**Run 1: cell classes on the final placement**

Drawn at 1.5 px/um.
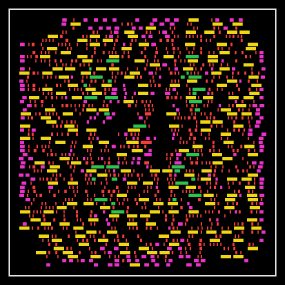
**Run 1: signal wires by layer**

Drawn at 2 px/um. Two of the layers only.
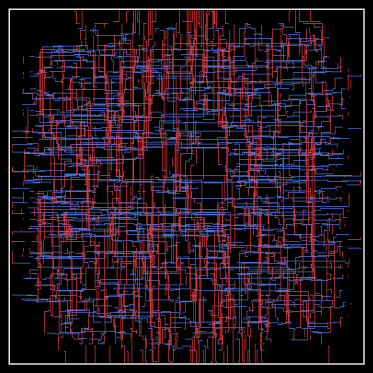
**Run 1: metal 3**

Drawn at 2 px/um.
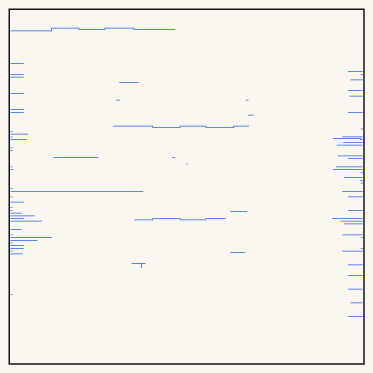
## config.mk

```make
export PLATFORM = sky130hd
export DESIGN_NAME = pipe_regs
export DESIGN_NICKNAME = d
export VERILOG_FILES = /design/src/rtl/pipe_pkg.sv /design/src/rtl/pipe_stage.sv /design/src/rtl/pipe_regs.sv
export SDC_FILE = /design/constraint.sdc
export NUM_CORES = 1
export LEC_CHECK = 0
export ABC_AREA = 1
export CAP_MARGIN = 30
export CELL_PAD_IN_SITES_DETAIL_PLACEMENT = 1
export CELL_PAD_IN_SITES_GLOBAL_PLACEMENT = 2
export CORE_MARGIN = 5
export CORE_UTILIZATION = 29
export CTS_BUF_LIST = sky130_fd_sc_hd__clkbuf_16
export CTS_CLUSTER_DIAMETER = 120
export CTS_CLUSTER_SIZE = 28
export DETAILED_ROUTE_END_ITERATION = 6
export GPL_TIMING_DRIVEN = 0
export PLACE_DENSITY_LB_ADDON = 0.1
export SLEW_MARGIN = 20
export SYNTH_ARGS = -nofsm -noshare
export SYNTH_HDL_FRONTEND = slang
export SYNTH_SLANG_ARGS = --single-unit
```

## constraint.sdc

```tcl
create_clock -name clk -period 1.7 [get_ports clk]
set_input_delay 0.34 -clock clk [delete_from_list [all_inputs] [get_ports clk]]
set_output_delay 0.34 -clock clk [all_outputs]
set_load 0.03 [all_outputs]
```

## src/rtl/pipe_pkg.sv

```systemverilog
// -----------------------------------------------------------------------------
// pipe_pkg
// Shared types and helpers for the elastic pipeline register chain.
//   occ_width(stages) : width of an occupancy counter that can hold 0..stages.
//   stage_ctrl_t      : per-stage handshake view {valid, rdy} used by the
//                       top level to build the backward ready chain.
// -----------------------------------------------------------------------------
package pipe_pkg;

  // Number of bits needed to represent every count from 0 up to 'stages'.
  function automatic int occ_width(input int stages);
    return $clog2(stages + 1);
  endfunction

  // valid : the stage currently holds a live entry.
  // rdy   : the stage will load at the next edge (it is empty, or everything
  //         downstream of it is moving).
  typedef struct packed {
    logic valid;
    logic rdy;
  } stage_ctrl_t;

endpackage : pipe_pkg

```

## src/rtl/pipe_stage.sv

```systemverilog
// -----------------------------------------------------------------------------
// pipe_stage
// One elastic register slot of the pipeline chain: a valid bit plus an N-bit
// data register. The slot loads whatever its upstream neighbour presents
// when load_i is high; data is only overwritten by a valid incoming entry so
// an empty slot keeps its last contents.
//
// Optional build macro:
//   PIPE_REGS_CLEAR_ON_FLUSH_EN : when defined, flush also returns the data
//                                 register to RESET_VAL; otherwise flush only
//                                 clears the valid bit and data stays stale.
//
// Ports:
//   clk          in   clock, all updates on the rising edge
//   reset        in   synchronous active-high reset (highest priority)
//   flush        in   synchronous clear of the valid bit
//   load_i       in   slot may take its upstream value this cycle
//   in_valid_i   in   upstream entry is valid
//   in_data_i    in   upstream data
//   out_valid_o  out  slot holds a valid entry
//   out_data_o   out  slot data register
// -----------------------------------------------------------------------------
module pipe_stage #(
  parameter int             N         = 64,
  parameter logic [N-1:0]   RESET_VAL = '0
) (
  input  logic         clk,
  input  logic         reset,
  input  logic         flush,
  input  logic         load_i,
  input  logic         in_valid_i,
  input  logic [N-1:0] in_data_i,
  output logic         out_valid_o,
  output logic [N-1:0] out_data_o
);

  logic         valid_q, valid_d;
  logic [N-1:0] data_q,  data_d;

  // NOTE: every signal assigned in always_comb gets a default first, so no
  // path leaves it unassigned and no latch is inferred.
  always_comb begin
    valid_d = valid_q;
    data_d  = data_q;
    if (load_i) begin
      valid_d = in_valid_i;
      // A bubble moving in must not clobber the data register.
      if (in_valid_i) begin
        data_d = in_data_i;
      end
    end
  end

  // NOTE: sequential state uses non-blocking assignments only, so every
  // stage samples its neighbour's pre-edge value and the chain shifts by
  // exactly one slot per clock.
  always_ff @(posedge clk) begin
    if (reset) begin
      valid_q <= 1'b0;
      // NOTE: the data register is reset too because q must read RESET_VAL
      // out of reset; this is a handful of flops, not a memory array.
      data_q  <= RESET_VAL;
    end else if (flush) begin
      valid_q <= 1'b0;
`ifdef PIPE_REGS_CLEAR_ON_FLUSH_EN
      data_q  <= RESET_VAL;
`else
      data_q  <= data_q;
`endif
    end else begin
      valid_q <= valid_d;
      data_q  <= data_d;
    end
  end

  assign out_valid_o = valid_q;
  assign out_data_o  = data_q;

endmodule : pipe_stage

```

## src/rtl/pipe_regs.sv

```systemverilog
// -----------------------------------------------------------------------------
// pipe_regs
// Parametrised chain of STAGES elastic pipeline registers with valid/ready
// backpressure, bubble collapsing, synchronous flush and a registered
// occupancy count. Stage 0 is the input side; stage STAGES-1 drives q and
// out_valid. An empty chain with out_ready high delivers d at q STAGES
// cycles after acceptance at a throughput of one entry per cycle.
//
// Optional build macro:
//   PIPE_REGS_CLEAR_ON_FLUSH_EN : flush also reloads every data register
//                                 with RESET_VAL (see pipe_stage).
//
// Parameters:
//   N          data width
//   STAGES     number of register stages (>= 1)
//   RESET_VAL  data register value after reset
//
// Ports:
//   clk        in   clock
//   reset      in   synchronous active-high reset, beats flush
//   in_valid   in   upstream presents d
//   in_ready   out  chain accepts d this cycle (0 during flush)
//   d          in   input data
//   flush      in   drop every in-flight entry at the next edge
//   out_valid  out  last stage holds valid data
//   out_ready  in   downstream consumes q this cycle
//   q          out  last-stage data register
//   occupancy  out  registered number of valid stages
// -----------------------------------------------------------------------------
module pipe_regs
  import pipe_pkg::*;
#(
  parameter int           N         = 64,
  parameter int           STAGES    = 3,
  parameter logic [N-1:0] RESET_VAL = '0
) (
  input  logic                         clk,
  input  logic                         reset,
  input  logic                         in_valid,
  output logic                         in_ready,
  input  logic [N-1:0]                 d,
  input  logic                         flush,
  output logic                         out_valid,
  input  logic                         out_ready,
  output logic [N-1:0]                 q,
  output logic [occ_width(STAGES)-1:0] occupancy
);

  localparam int               OCC_W   = occ_width(STAGES);
  localparam logic [OCC_W-1:0] OCC_ONE = OCC_W'(1);

  logic [STAGES-1:0] stage_valid;
  logic [N-1:0]      stage_data [STAGES];
  stage_ctrl_t [STAGES-1:0] ctrl;

  logic in_xfer;
  logic out_xfer;

  logic [OCC_W-1:0] occ_q, occ_d;

  // Backward ready chain: a stage can load when it is empty or when the
  // stage after it is loading. The running value is carried in a local
  // accumulator walking from the output end, so the chain is a plain
  // priority cascade with out_ready as its seed.
  always_comb begin
    logic rdy_acc;
    rdy_acc = out_ready;
    ctrl    = '0;
    for (int i = STAGES - 1; i >= 0; i--) begin
      ctrl[i].valid = stage_valid[i];
      rdy_acc       = !ctrl[i].valid || rdy_acc;
      ctrl[i].rdy   = rdy_acc;
    end
  end

  // A full chain still accepts when out_ready is high: out_ready passes
  // combinationally all the way back to in_ready.
  assign in_ready  = ctrl[0].rdy && !flush;
  assign in_xfer   = in_valid && in_ready;
  assign out_valid = ctrl[STAGES-1].valid;
  assign out_xfer  = out_valid && out_ready;
  assign q         = stage_data[STAGES-1];

  for (genvar g = 0; g < STAGES; g++) begin : g_stage
    logic         up_valid;
    logic [N-1:0] up_data;

    if (g == 0) begin : g_head
      // Only an accepted beat enters stage 0; otherwise a bubble does.
      assign up_valid = in_xfer;
      assign up_data  = d;
    end else begin : g_body
      assign up_valid = stage_valid[g-1];
      assign up_data  = stage_data[g-1];
    end

    pipe_stage #(
      .N         (N),
      .RESET_VAL (RESET_VAL)
    ) u_stage (
      .clk         (clk),
      .reset       (reset),
      .flush       (flush),
      .load_i      (ctrl[g].rdy),
      .in_valid_i  (up_valid),
      .in_data_i   (up_data),
      .out_valid_o (stage_valid[g]),
      .out_data_o  (stage_data[g])
    );
  end

  // Occupancy tracks transfers rather than recounting valid bits, which
  // keeps it a registered output with no popcount tree.
  always_comb begin
    occ_d = occ_q;
    if (in_xfer && !out_xfer) begin
      occ_d = occ_q + OCC_ONE;
    end else if (!in_xfer && out_xfer) begin
      occ_d = occ_q - OCC_ONE;
    end
  end

  // A downstream transfer during flush is legal, but every entry is gone
  // after the edge anyway, so flush simply zeroes the count.
  always_ff @(posedge clk) begin
    if (reset) begin
      occ_q <= '0;
    end else if (flush) begin
      occ_q <= '0;
    end else begin
      occ_q <= occ_d;
    end
  end

  assign occupancy = occ_q;

endmodule : pipe_regs
```

==> results.toml, run 1 <==
# generated from flow reports
[status]
status = "completed"

[floorplanning]
fp.dieW_um = 176.7
dieArea_um2 = 31210
fp.dieH_um = 176.7
fp_util_pct = 29.16

[yosys]
ys_chip_area_um2 = 8056
ys_cells = 1140
syn_area_um2 = 8056
synth_flops = 197
yosysWarnings = 0
adder_share_pct = 0.1553
syn_inst = 1140
synth.distinct_cells = 20
aoi_share_pct = 12.18
simple_gate_area_share_pct = 21.00
syn_area_per_cell_um2 = 7.067
ys_sh_mux_pct = 0
ys_sh_xor_pct = 0

[clock_tree]
cts-resized-gates = 86
cts_setup_buffers = 1
tritoncts = "built"
clock_path_buffers = 2
cts_inserted_buffers = 17
cts_hold_buf = 0
clkTransAtPathRegs_ns = 0.07
cts_sinks = 197

[grt]
grt_max_degree = 19
met2_usage_pct = 26.79
grt_pass1_vias = 7263
grt-busiest-layer = "met2"
antenna_found_initial = 1

[setup_path]
crit_buf_inv = 3
cp.arrival_ns = 1.30
crit_path_start_kind = "flop"
cp-end-kind = "output port"
worstPathMaxFanout = 4
path_class = "reg2out"
slowest_delay_ns = 0.37
cp_cell_sequence = "nand4_4 > buf_8 > nand2_1 > inv_2 > buf_6"
cp.required_ns = 1.36
critical_path.slowest_cell = "dfxtp_4"
crit_family = "flip-flops"

[placed_design]
dp_hpwl_mm = 16.82
finalWeightedCongestion = 0.7344
portBuffers = 136
placed_cell_area_um2 = 9892
dp_cells = 1654

[route]
dr.max_layer_used = "met4"
met2_length_mm = 11.12
drcViolationCount = 0
drt_iter0_drc = 206
dr.pass1.iters = 5
viasPerCell = 4.181
m1WireLength_mm = 11.19

[sta]
rsz0062_at_grt = "true"
max_freq_mhz = 608.5
skew_ns = 0.01205
setup_viol = 0
hold_ws_ns = 0.4362
hold_violations = 0
finalCritPeriodShare_pct = 96.67
timing.final.ws_setup_ns = 0.05668
layout_min_cycle_time_ns = 1.643
maxSlewViolCount = 0
final.setup.tns_ns = 0

[power_and_ir_drop]
p_per_area_nw_per_um2 = 928.5
p_comb_share_pct = 9.6
comb_cell_power_mw = 0.922
power-top-group = "sequential cells"
powerSeq_mw = 4.83
switching_power_mw = 2.586
p_leak_nw = 4.927
clockPowerShare_pct = 40.4
pwr-share-seq_pct = 50.0
internal-power_mw = 7.070
peakVddDrop_uv = 443.8
power_clock_mw = 3.90
netSwitchingFraction_pct = 26.78

[cells_and_area]
stdcell_count = 1686
layout_top_cell = "inv_1"
nNetsFinal = 1365
final_layout_size_suffix_gt1_share_pct = 8.416
layout_top_cells = "inv_1, nor2_1, dfxtp_1"
syn_to_final_growth_pct = 29.09

[run]
warnings = 27
drv_cap = 0
Notes on 'cell classes on the final placement' above:
- flip-flops: yellow (cells 197; share of their area 40%)
- clock drivers and dummy loads: green (cells 31; share of their area 5.5%)
- all other logic: red (cells 867; share of their area 37%)
- other buffers and delay cells: magenta (cells 212; share of their area 17%)
sequential portion of the cell area: 38.01%
Final Instance Area: 10400 um2
core area: 27630 um2
num rows: 61
fin util: 37.64%

Notes on 'signal wires by layer' above:
- met2: red (wire length 11100 um)
- met1: blue (wire length 11200 um)
Routed WL per cell: 13.78 um
total track usage: 15.31%
via count: 7050
drt total wl: 23.23 mm

Notes on 'metal 3' above:
- nets with wire on the layer: 71
- main direction: horizontal
- share of all routed wire: 3.2%
- longest straight run: 66.0 um
- wire length on this layer: 752 um
grt met3 use: 2.905%

==> run 1: synth_stat cells <==
| cell type | instances | area [um2] |
|---|---|---|
| nand3_2 | 1 | 10.01 |
| dfxtp_1 | 197 | 3944 |
| clkinv_1 | 2 | 7.510 |
| o21ai_1 | 101 | 505.5 |
| nand2_1 | 138 | 518.0 |
| o21ai_0 | 27 | 135.1 |
| buf_4 | 18 | 135.1 |
| buf_2 | 25 | 125.1 |
| buf_1 | 5 | 18.77 |
| nand3_1 | 3 | 15.01 |
| nand4_2 | 1 | 12.51 |
| a21oi_1 | 68 | 340.3 |
| inv_2 | 21 | 78.83 |
| clkbuf_1 | 23 | 86.33 |
| ha_1 | 1 | 12.51 |
| nor3b_1 | 1 | 7.510 |
| nor2_1 | 194 | 728.2 |
| inv_1 | 245 | 919.6 |
| buf_6 | 5 | 56.30 |
| nand4_1 | 64 | 400.4 |
==> run 1: final timing paths <==
kind / from / endpoint / slack, ns / depth (start not counted)
hold reg to reg: g_stage[2].u_stage.out_data_o[30] / g_stage[2].u_stage.out_data_o[30] / 0.44 / 2
setup reg to reg: g_stage[1].u_stage.out_valid_o / occupancy[1] / 0.09 / 8
hold / removal: out_ready / g_stage[2].u_stage.out_valid_o / 0.44 / 4
setup / recovery: g_stage[1].u_stage.out_valid_o / in_ready / 0.06 / 5
==> run 1: state kept, by name (all words and copies together), names as in the netlist <==
signal,flops
g_stage.u_stage.out_data_o,192
g_stage.u_stage.out_valid_o,3
occupancy,2
==> run 1: area by class of cell <==
type                    count  area, um2
plain buffers              75      441.7
clock inverters            14      121.4
diodes                      1      2.502
well taps                 378      473.0
clock buffers              17      425.4
repair buffers            137       1284
flip-flops and latches    197       3953
fillers                  3513      17230
inverters                 268       1006
multi-input cells         599       2694
==> run 1 -> run 2 <==
--- a/config.mk
+++ b/config.mk
@@ -6,9 +6,11 @@
 export NUM_CORES = 1
 export LEC_CHECK = 0
 export ABC_AREA = 1
+export ABC_CLOCK_PERIOD_IN_PS = 1700
 export CAP_MARGIN = 30
 export CELL_PAD_IN_SITES_DETAIL_PLACEMENT = 1
 export CELL_PAD_IN_SITES_GLOBAL_PLACEMENT = 2
+export CORE_ASPECT_RATIO = 1.25
 export CORE_MARGIN = 5
 export CORE_UTILIZATION = 29
 export CTS_BUF_LIST = sky130_fd_sc_hd__clkbuf_16
==> run 2 against run 1 <==
Non-clock buffer count up 6; synthesized area is the same; largest cell class unchanged; largest power group unchanged; cell count shrank 1.2%; clock-buffer cell count unchanged; critical path type unchanged.
==> results.toml, run 2 <==
# generated from flow reports
[setup_path]
ff2ff_setup_slack_ns = 0.24
crit_family = "flip-flops"
cp.arrival_ns = 1.34
crit_path_start_kind = "flop"
worstPathMaxFanout = 8
cp.required_ns = 1.36
worstSetupStartpoint = "g_stage[1].u_stage.out_valid_o"
slowest_delay_ns = 0.38
cp_cell_sequence = "nand4_4 > buf_8 > nand2_2 > inv_2 > buf_6"
crit_buf_inv = 3
path_depth = 5
critical_path.slowest_cell = "dfxtp_4"
cp-end-kind = "output port"
path_class = "reg2out"
r2r_end = "occupancy[1]"
reg2reg_from = "g_stage[1].u_stage.out_valid_o"
endpoint = "in_ready"
worstRegToRegCells = 8

[power_and_ir_drop]
p_comb_share_pct = 9.1
clockPowerShare_pct = 43.4
p_per_area_nw_per_um2 = 969.1
p_leak_nw = 5.001
peakVddDrop_uv = 532.9
netSwitchingFraction_pct = 25.85
switching_power_mw = 2.633
pwr-share-seq_pct = 47.5
internal-power_mw = 7.551

[route]
met2_length_mm = 11.82
dr.pass1.iters = 4
viasPerCell = 4.250
m1WireLength_mm = 10.46
vias = 7077
antenna_left = 0
wl_met3_um = 893
drcViolationCount = 0
dr.max_layer_used = "met4"
drt_iter0_drc = 180

[cells_and_area]
seqCellArea_um2 = 3953
inv_count = 268
clkbuf_count = 17
logic_area_um2 = 2704
syn_to_final_growth_pct = 30.44
final_layout_size_suffix_gt1_share_pct = 9.132
layout_top_cells = "inv_1, nor2_1, dfxtp_1"
layout_top_cell = "inv_1"
fillers = 3448
flops = 197
largest_reg_flops = 192
logic_gates = 599
comb_area_share_pct = 25.73
dominant_cells = "registers"
antenna_cells = 1
clockNetworkAreaShare_pct = 6.060
signal_buffers = 218
nNetsFinal = 1371
nonClkBufAreaFrac_pct = 16.84

[sta]
layout_min_cycle_time_ns = 1.683
worst_pin_slew_ns = 0.5876
timing.final.ws_setup_ns = 0.01673
rsz0062_at_grt = "true"
setup_viol = 0
hold_violations = 0
skew_ns = 0.01228
finalCritPeriodShare_pct = 99.02
maxSlewViolCount = 0
slew_headroom_pct = 60.83
max_freq_mhz = 594.1

[grt]
overflow = 0
antenna_found_initial = 1
grt_first_pass_wirelength_mm = 37.68
use_met3_pct = 3.305
grt-busiest-layer = "met2"
grt_pass1_vias = 7276
met1_usage_pct = 17.82
met2_usage_pct = 27.33
grt_max_degree = 20

[clock_tree]
cts_sinks = 197
htree_levels = 4
cts_hold_buf = 0
clkLatencyLatePin_ns = 0.45
cts_root_buf = "clkbuf_16"
clock_path_buffers = 2
cts_inserted_buffers = 17
tritoncts = "built"
clkTransAtPathRegs_ns = 0.08

[yosys]
yosysWarnings = 0
ys_sh_mux_pct = 0
top_area_share_pct = 48.95
ys.flop_type = "dfxtp_1"
syn_inst = 1140
ys_top_logic_family = "simple AND/OR/NAND/NOR gates"
yosysTopAreaCell = "dfxtp_1"
ys_cells = 1140
syn_area_per_cell_um2 = 7.067
syn_area_um2 = 8056
synth.top_cells.by_count = "inv_1, dfxtp_1, nor2_1, nand2_1, o21ai_1"
most_common_cell = "inv_1"
ys_chip_area_um2 = 8056
edf_count = 0
top_cells_by_area = "dfxtp_1, inv_1, nor2_1"
adder_share_pct = 0.1553
synth.distinct_cells = 20
synthesis.nets = 1210
synthArstFlopShare_pct = 0
ys_sh_xor_pct = 0
ys_seq_share_pct = 48.95
aoi_share_pct = 12.18
synth_flops = 197
simple_gate_area_share_pct = 21.00

[placed_design]
portBuffers = 136
preCtsSetupSlack_ns = -0.9424
dp_hpwl_mm = 17.17
finalWeightedCongestion = 0.7389

[floorplanning]
tap_cells = 350
ioPinCount = 137
fp.dieH_um = 196.4
dieArea_um2 = 31240
fp.dieW_um = 159.1
fp_util_pct = 29.32
fp-row-count = 68

[run]
warnings = 28
drv_cap = 0

[min_path]
hold_class = "in2reg"

[status]
status = "completed"
==> run 2: worst min path at each step <==
stage | endpoint | cells after the start | startpoint
floorplan | g_stage[1].u_stage.out_data_o[0] | 2 | g_stage[1].u_stage.out_data_o[0]
global placement | g_stage[2].u_stage.out_data_o[19] | 2 | g_stage[2].u_stage.out_data_o[19]
detailed placement | g_stage[2].u_stage.out_data_o[3] | 2 | g_stage[2].u_stage.out_data_o[3]
CTS | g_stage[2].u_stage.out_data_o[3] | 2 | g_stage[2].u_stage.out_data_o[3]
global route | g_stage[2].u_stage.out_valid_o | 4 | out_ready
finish | g_stage[2].u_stage.out_valid_o | 4 | out_ready
==> run 2: per-stage QoR <==
step | instances | power (mW) | cell area (um2) | setup TNS (ns) | hold WS, ns
5_1_grt | 1664 | 10.65 | 10510 | -0.03814 | 0.3232
2_1_floorplan | 1140 | 5.499 | 8058 | 0 | 0.4496
6_report | 1665 | 10.18 | 10510 | 0 | 0.2756
3_3_place_gp | 1626 | 5.878 | 9857 | -45.11 | 0.4344
4_1_cts | 1657 | 10.36 | 10430 | -0.2242 | 0.4461
3_5_place_dp | 1626 | 5.894 | 9857 | -47.72 | 0.4374
==> run 2: timing repair <==
action                                  CTS  global route
pin swaps                                 0             1
resized                                  77            18
endpoints found under the hold margin     0             0
endpoints found under the setup margin   69            12
gates cloned                              0             0
setup buffers                             0             7
==> run 2: power groups by stage <==
| stage | registers (mW) | clock network [mW] | logic [mW] |
|---|---|---|---|
| global route | 4.85 | 4.72 | 1.07 |
| finish | 4.83 | 4.42 | 0.930 |
| global placement | 4.94 | 0 | 0.936 |
| floorplan | 4.95 | 0 | 0.548 |
| detailed placement | 4.95 | 0 | 0.947 |
| CTS | 4.84 | 4.58 | 0.945 |
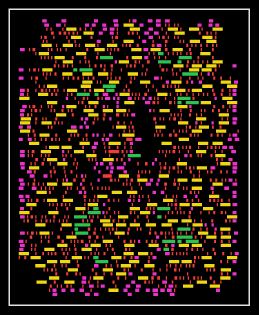
**Above:** run 2 (cell classes on the final placement).
Drawn at 1.5 px/um.
- all other logic: red (cells 867; share of their area 37%)
- flip-flops: yellow (cells 197; share of their area 39%)
- clock drivers and dummy loads: green (cells 32; share of their area 6.3%)
- other buffers and delay cells: magenta (cells 218; share of their area 18%)
Final Instance Area: 10510 um2
core area: 27480 um2
fin util: 38.24%
sequential portion of the cell area: 37.61%

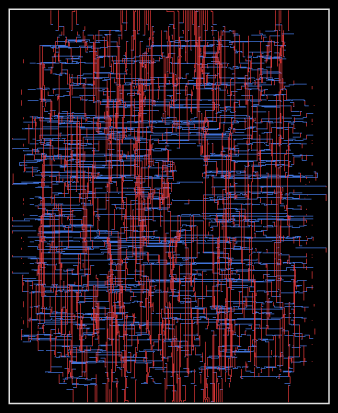
**Above:** run 2 (signal wires by layer).
Drawn at 2 px/um. Two of the layers only.
- met2: red (wire length 11800 um)
- met1: blue (wire length 10500 um)
total track usage: 14.95%
drt total wl: 23.39 mm
Routed WL per cell: 14.05 um

Power is estimated from default activity; no workload was simulated.
